==> src/rtl/poly_encode12.sv <==
// Packs a stream of 12-bit coefficients, up to two per cycle, into 3-byte words.
// A one-entry pending register pairs coefficients that arrive in odd groupings.
module poly_encode12 #(
    parameter int N_COEFF = 256,
    parameter int Q       = 3329
) (
    input  logic        i_clk,
    input  logic        i_rstn,
    input  logic        i_start,
    input  logic [11:0] i_first,
    input  logic [11:0] i_second,
    input  logic        i_first_en,
    input  logic        i_second_en,
    output logic [23:0] o_word,
    output logic [6:0]  o_addr,
    output logic        o_valid,
    output logic        o_err,
    output logic        o_done
);

    localparam int CNT_W = $clog2(N_COEFF + 1);
    localparam logic [CNT_W-1:0] CNT_FULL = CNT_W'(N_COEFF);
    localparam logic [CNT_W-1:0] CNT_LAST = CNT_W'(N_COEFF - 1);
    localparam logic [11:0]      Q_L      = 12'(Q);

    typedef enum logic [1:0] {
        S_IDLE,
        S_COLLECT,
        S_DONE
    } state_t;

    state_t           state, state_next;
    logic [11:0]      pend, pend_next;
    logic             pend_v, pend_v_next;
    logic [CNT_W-1:0] coeff_cnt, cnt_next;
    logic [6:0]       word_cnt;

    logic [11:0] c_a, c_b;
    logic [1:0]  n_pres, n_acc;
    logic [11:0] e0, e1;
    logic        emit, err_hit, start_clear;

    function automatic logic [23:0] pack(input logic [11:0] c0, input logic [11:0] c1);
        return {c0[7:0], c1[3:0], c0[11:8], c1[11:4]};
    endfunction

    // NOTE: every signal driven here gets a default first, so no path leaves it unassigned and no latch is inferred.
    always_comb begin
        state_next  = state;
        start_clear = 1'b0;
        c_a         = i_first;
        c_b         = i_second;
        n_pres      = 2'd0;
        n_acc       = 2'd0;
        emit        = 1'b0;
        e0          = pend;
        e1          = i_first;
        pend_next   = pend;
        pend_v_next = pend_v;

        // Compact the presented coefficients so c_a is always the earliest one.
        if (i_first_en && i_second_en) begin
            n_pres = 2'd2;
        end else if (i_first_en) begin
            n_pres = 2'd1;
        end else if (i_second_en) begin
            n_pres = 2'd1;
            c_a    = i_second;
        end

        if (state == S_COLLECT) begin
            if (coeff_cnt >= CNT_FULL)
                n_acc = 2'd0;
            else if (coeff_cnt == CNT_LAST && n_pres == 2'd2)
                n_acc = 2'd1;
            else
                n_acc = n_pres;
        end

        case (n_acc)
            2'd2: begin
                emit = 1'b1;
                if (pend_v) begin
                    e0        = pend;
                    e1        = c_a;
                    pend_next = c_b;
                end else begin
                    e0 = c_a;
                    e1 = c_b;
                end
            end
            2'd1: begin
                if (pend_v) begin
                    emit        = 1'b1;
                    e0          = pend;
                    e1          = c_a;
                    pend_v_next = 1'b0;
                end else begin
                    pend_next   = c_a;
                    pend_v_next = 1'b1;
                end
            end
            default: ;
        endcase

        err_hit  = ((n_acc != 2'd0) && (c_a >= Q_L)) || ((n_acc == 2'd2) && (c_b >= Q_L));
        cnt_next = coeff_cnt + CNT_W'(n_acc);

        case (state)
            S_IDLE: begin
                if (i_start) begin
                    state_next  = S_COLLECT;
                    start_clear = 1'b1;
                end
            end
            S_COLLECT: begin
                if (cnt_next == CNT_FULL)
                    state_next = S_DONE;
            end
            S_DONE:  state_next = S_IDLE;
            default: state_next = S_IDLE;
        endcase
    end

    // NOTE: sequential state uses non-blocking assignments so every flop samples pre-edge values.
    always_ff @(posedge i_clk or negedge i_rstn) begin
        if (!i_rstn)
            state <= S_IDLE;
        else
            state <= state_next;
    end

    always_ff @(posedge i_clk or negedge i_rstn) begin
        if (!i_rstn) begin
            pend      <= '0;
            pend_v    <= 1'b0;
            coeff_cnt <= '0;
            word_cnt  <= '0;
            o_word    <= '0;
            o_addr    <= '0;
            o_valid   <= 1'b0;
            o_err     <= 1'b0;
            o_done    <= 1'b0;
        end else begin
            if (start_clear) begin
                pend      <= '0;
                pend_v    <= 1'b0;
                coeff_cnt <= '0;
                word_cnt  <= '0;
                o_err     <= 1'b0;
            end else begin
                pend      <= pend_next;
                pend_v    <= pend_v_next;
                coeff_cnt <= cnt_next;
                word_cnt  <= word_cnt + 7'(emit);
                o_err     <= o_err | err_hit;
            end
            o_valid <= emit;
            if (emit) begin
                o_word <= pack(e0, e1);
                o_addr <= word_cnt;
            end
            o_done <= (state == S_COLLECT) && (state_next == S_DONE);
        end
    end

endmodule
==> config.mk <==
export PLATFORM = sky130hd
export DESIGN_NAME = poly_encode12
export DESIGN_NICKNAME = d
export VERILOG_FILES = /design/src/rtl/poly_encode12.sv
export SDC_FILE = /design/constraint.sdc
export NUM_CORES = 1
export LEC_CHECK = 0
export CORE_ASPECT_RATIO = 1.75
export CORE_MARGIN = 3
export CORE_UTILIZATION = 50
export DETAILED_ROUTE_END_ITERATION = 8
export MAX_ROUTING_LAYER = met4
export PLACE_DENSITY = 0.86
export RECOVER_POWER = 50
export SETUP_SLACK_MARGIN = 0.15
export SYNTH_ARGS = -nofsm -noshare
export SYNTH_HDL_FRONTEND = slang
export SYNTH_SLANG_ARGS = --single-unit
==> constraint.sdc <==
create_clock -name i_clk -period 4.33 [get_ports i_clk]
set_clock_uncertainty 0.05 [all_clocks]
set_input_delay 0.6495 -clock i_clk [delete_from_list [all_inputs] [get_ports i_clk]]
set_output_delay 0.6495 -clock i_clk [all_outputs]
set_load 0.02 [all_outputs]
ff_map.png
Other sequential cells in the stronger gray, the rest of the logic in the fainter gray.
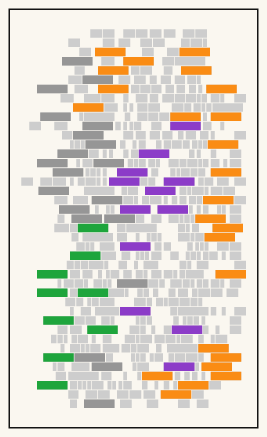
- coeff_cnt: green (sequential cells 9)
- o_word: orange (sequential cells 24)
- pend: purple (sequential cells 12)

class_map.png
Scale bar: 20 um.
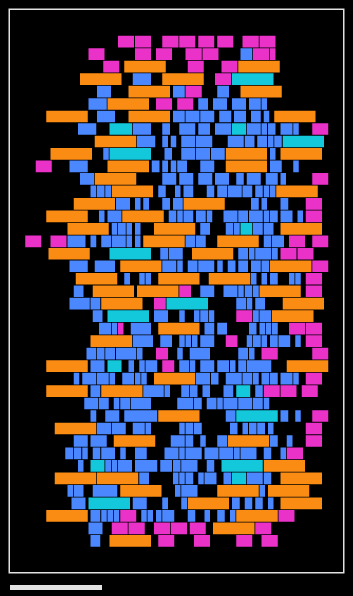
- sequential cells: orange (cells 65; share of their area 35%)
- clock drivers and dummy loads: cyan (cells 16; share of their area 6.3%)
- remaining buffers and delay cells: magenta (cells 68; share of their area 14%)
- remaining logic cells: blue (cells 327; share of their area 44%)
# rows: 41
core area: 7387 um^2
post-route core utilization: 63.86%

==> GITHUB_STEP_SUMMARY <==
### Metrics collected by this job

| Metric | Value |
|---|---|
| Outcome | complete, but fails checks |
| Failing checks | capacitance limit, slew limit |
| Placer Congestion | 0.9224 |
| Share of layout cells above drive strength 1 | 8.403% |
| ANT cells | 0 |
| Root buf cell | clkbuf_16 |
| Vias in the first global route | 3707 |
| Gr ovfl total | 0 |
| CTS tree | built |
| Sink Count | 65 |
| Cell count of the worst reg-to-reg path | 11 |
| Slew headroom | -48.89% |
| Post-route ant nets | 0 |
| Synth unique cells | 55 |
| Final hold viol count | 0 |
| Detail Placement HPWL | 6958 um |
| Detailed-route DRC error count | 0 |
| First-pass GRT wire length | 17150 um |
| Max Freq | 0.2863 GHz |
| H-Tree Depth | 3 |
| Max FO, Critical Path | 30 |
| Yosys Instances | 426 |
| Total Power | 2.920 mW |
| Highest ir drop seen on vdd | 0.3124 mV |
| Period minus WS final | 3.492 ns |
| Via density | 6.470 |
| Tool warnings | 28 |
| Pre-antenna DRT Iters | 6 |
| Largest net degree at the start of global routing | 52 |
| Crit path required time | 4.53 ns |
| Mapped Nets | 463 |
| Hold Startpoint | o_word[0] |
| Hold EP | o_word[0] |
| Max-cap violations | 1 |
| Max-slew violations | 44 |
| CP endpoint kind | register |
| Clk slew on worst S/H paths | 0.06 ns |
| Area grow syn2layout | 21.65% |
| Area share, top type | 41.95% |
| Die Y | 122.5 um |
congestion_map.png
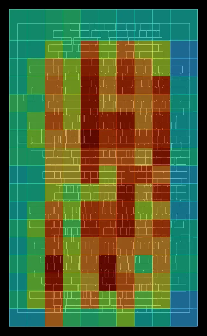
GR peak layer: met2
GRT Util Overall: 25.11%
met2 Use GR: 41.97%
WL/cell: 18.22 um

clock_wires.png
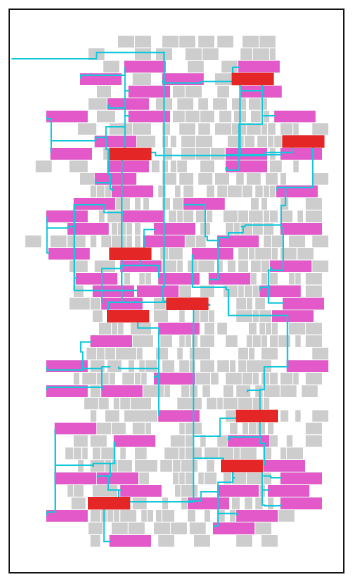
- flip-flops: magenta (count 65)
- clock wires: cyan (length 932 um)
- clock-net drivers: red (count 9)
- routed clock nets: 10
Clock power frac: 23.9%
clock latency on the worst-skew pair: 0.34 ns
power in the clock group: 0.698 mW

==> per-layer routing <==
layer  wire length, um  vias to the layer above  share of wire [%]  GRT usage, %
met2              5432                      190                 53         41.97
met1              3709                     1755                 36         26.48
met5                 0                        -                  0             -
met3               686                       43                6.7         5.574
li1                  -                     1648                  -             -
met4               414                        0                4.0         15.24
==> cell type report <==
cell class	instances	area [um^2]	share of cell area [%]
inverter	10	37.54	0.7958
sequential	65	1627	34.48
tap	86	107.6	2.281
multi-input combinational	317	1999	42.39
clock inverter	6	51.30	1.088
timing repair buffer	68	655.6	13.90
clock buffer	10	239.0	5.066
==> synth_stat cells (8+ instances only) <==
cell and n:
xnor2_1 8, o21ai_0 25, a21oi_1 25, clkbuf_1 9, dfrtp_1 65, o22ai_1 24
nand2_1 52, inv_1 9, mux2_2 9, mux2i_1 10, buf_2 14, nor2_1 49
o31ai_1 9, o311ai_0 10, o22a_1 14
==> worst max-delay path by stage <==
stage            startpoint          end  slack (ns)  depth (start not counted)
2_1_floorplan  coeff_cnt[4]  word_cnt[6]        1.44                         16
3_3_place_gp     i_first_en  word_cnt[6]        0.73                         13
3_5_place_dp     i_first_en  word_cnt[6]        0.59                         13
4_1_cts        coeff_cnt[4]     pend[11]        0.87                         11
5_1_grt        coeff_cnt[4]     pend[11]        0.50                         11
6_report       coeff_cnt[4]      pend[6]        0.84                         11
==> through the flow <==
stage               std cells  worst slack (ns)  cell area [um^2]
floorplan                 426             1.436              3877
global placement          546            0.7294              4432
detailed placement        546            0.5888              4432
CTS                       562            0.8682              4722
global route              562            0.5027              4717
finish                    562            0.8376              4717
==> critical path, cell delays in order, from the launching register on <==
cell      delay (ns)
dfrtp_1         0.49
nand4_1         0.21
o311ai_0        0.47
o211ai_1        0.25
inv_1           0.13
ha_1            0.17
buf_4           0.32
nor2b_1         0.68
a21oi_1         0.08
nor2_1          0.22
o221ai_1        0.16
a22oi_1         0.16
==> report_power, final <==
part	leakage, nW	switching [mW]	internal (mW)	total [mW]
Combinational	1.09	0.682	0.530	1.21
Sequential	0.831	0.176	0.834	1.01
Clock	0.139	0.289	0.408	0.698
Total	2.06	1.15	1.77	2.92
==> registers in the layout, summed over array words and instances, names as in the netlist <==
name	count
o_addr	7
o_valid	1
pend_v	1
pend	12
word_cnt	7
coeff_cnt	9
o_err	1
state	2
o_word	24
o_done	1
==> kinds of logic after synthesis <==
logic type                 count (synthesis)  synth area share, %
adders and majority gates                  8                2.775
AOI/OAI and AO/OA                        137                24.04
xor gates and xnor gates                  14                3.162
buffers and inverters                     44                6.486
DFF                                       65                41.95
and+or+nand+nor                          138                16.01
muxes                                     20                5.583
Power is estimated from default activity; no workload was simulated.
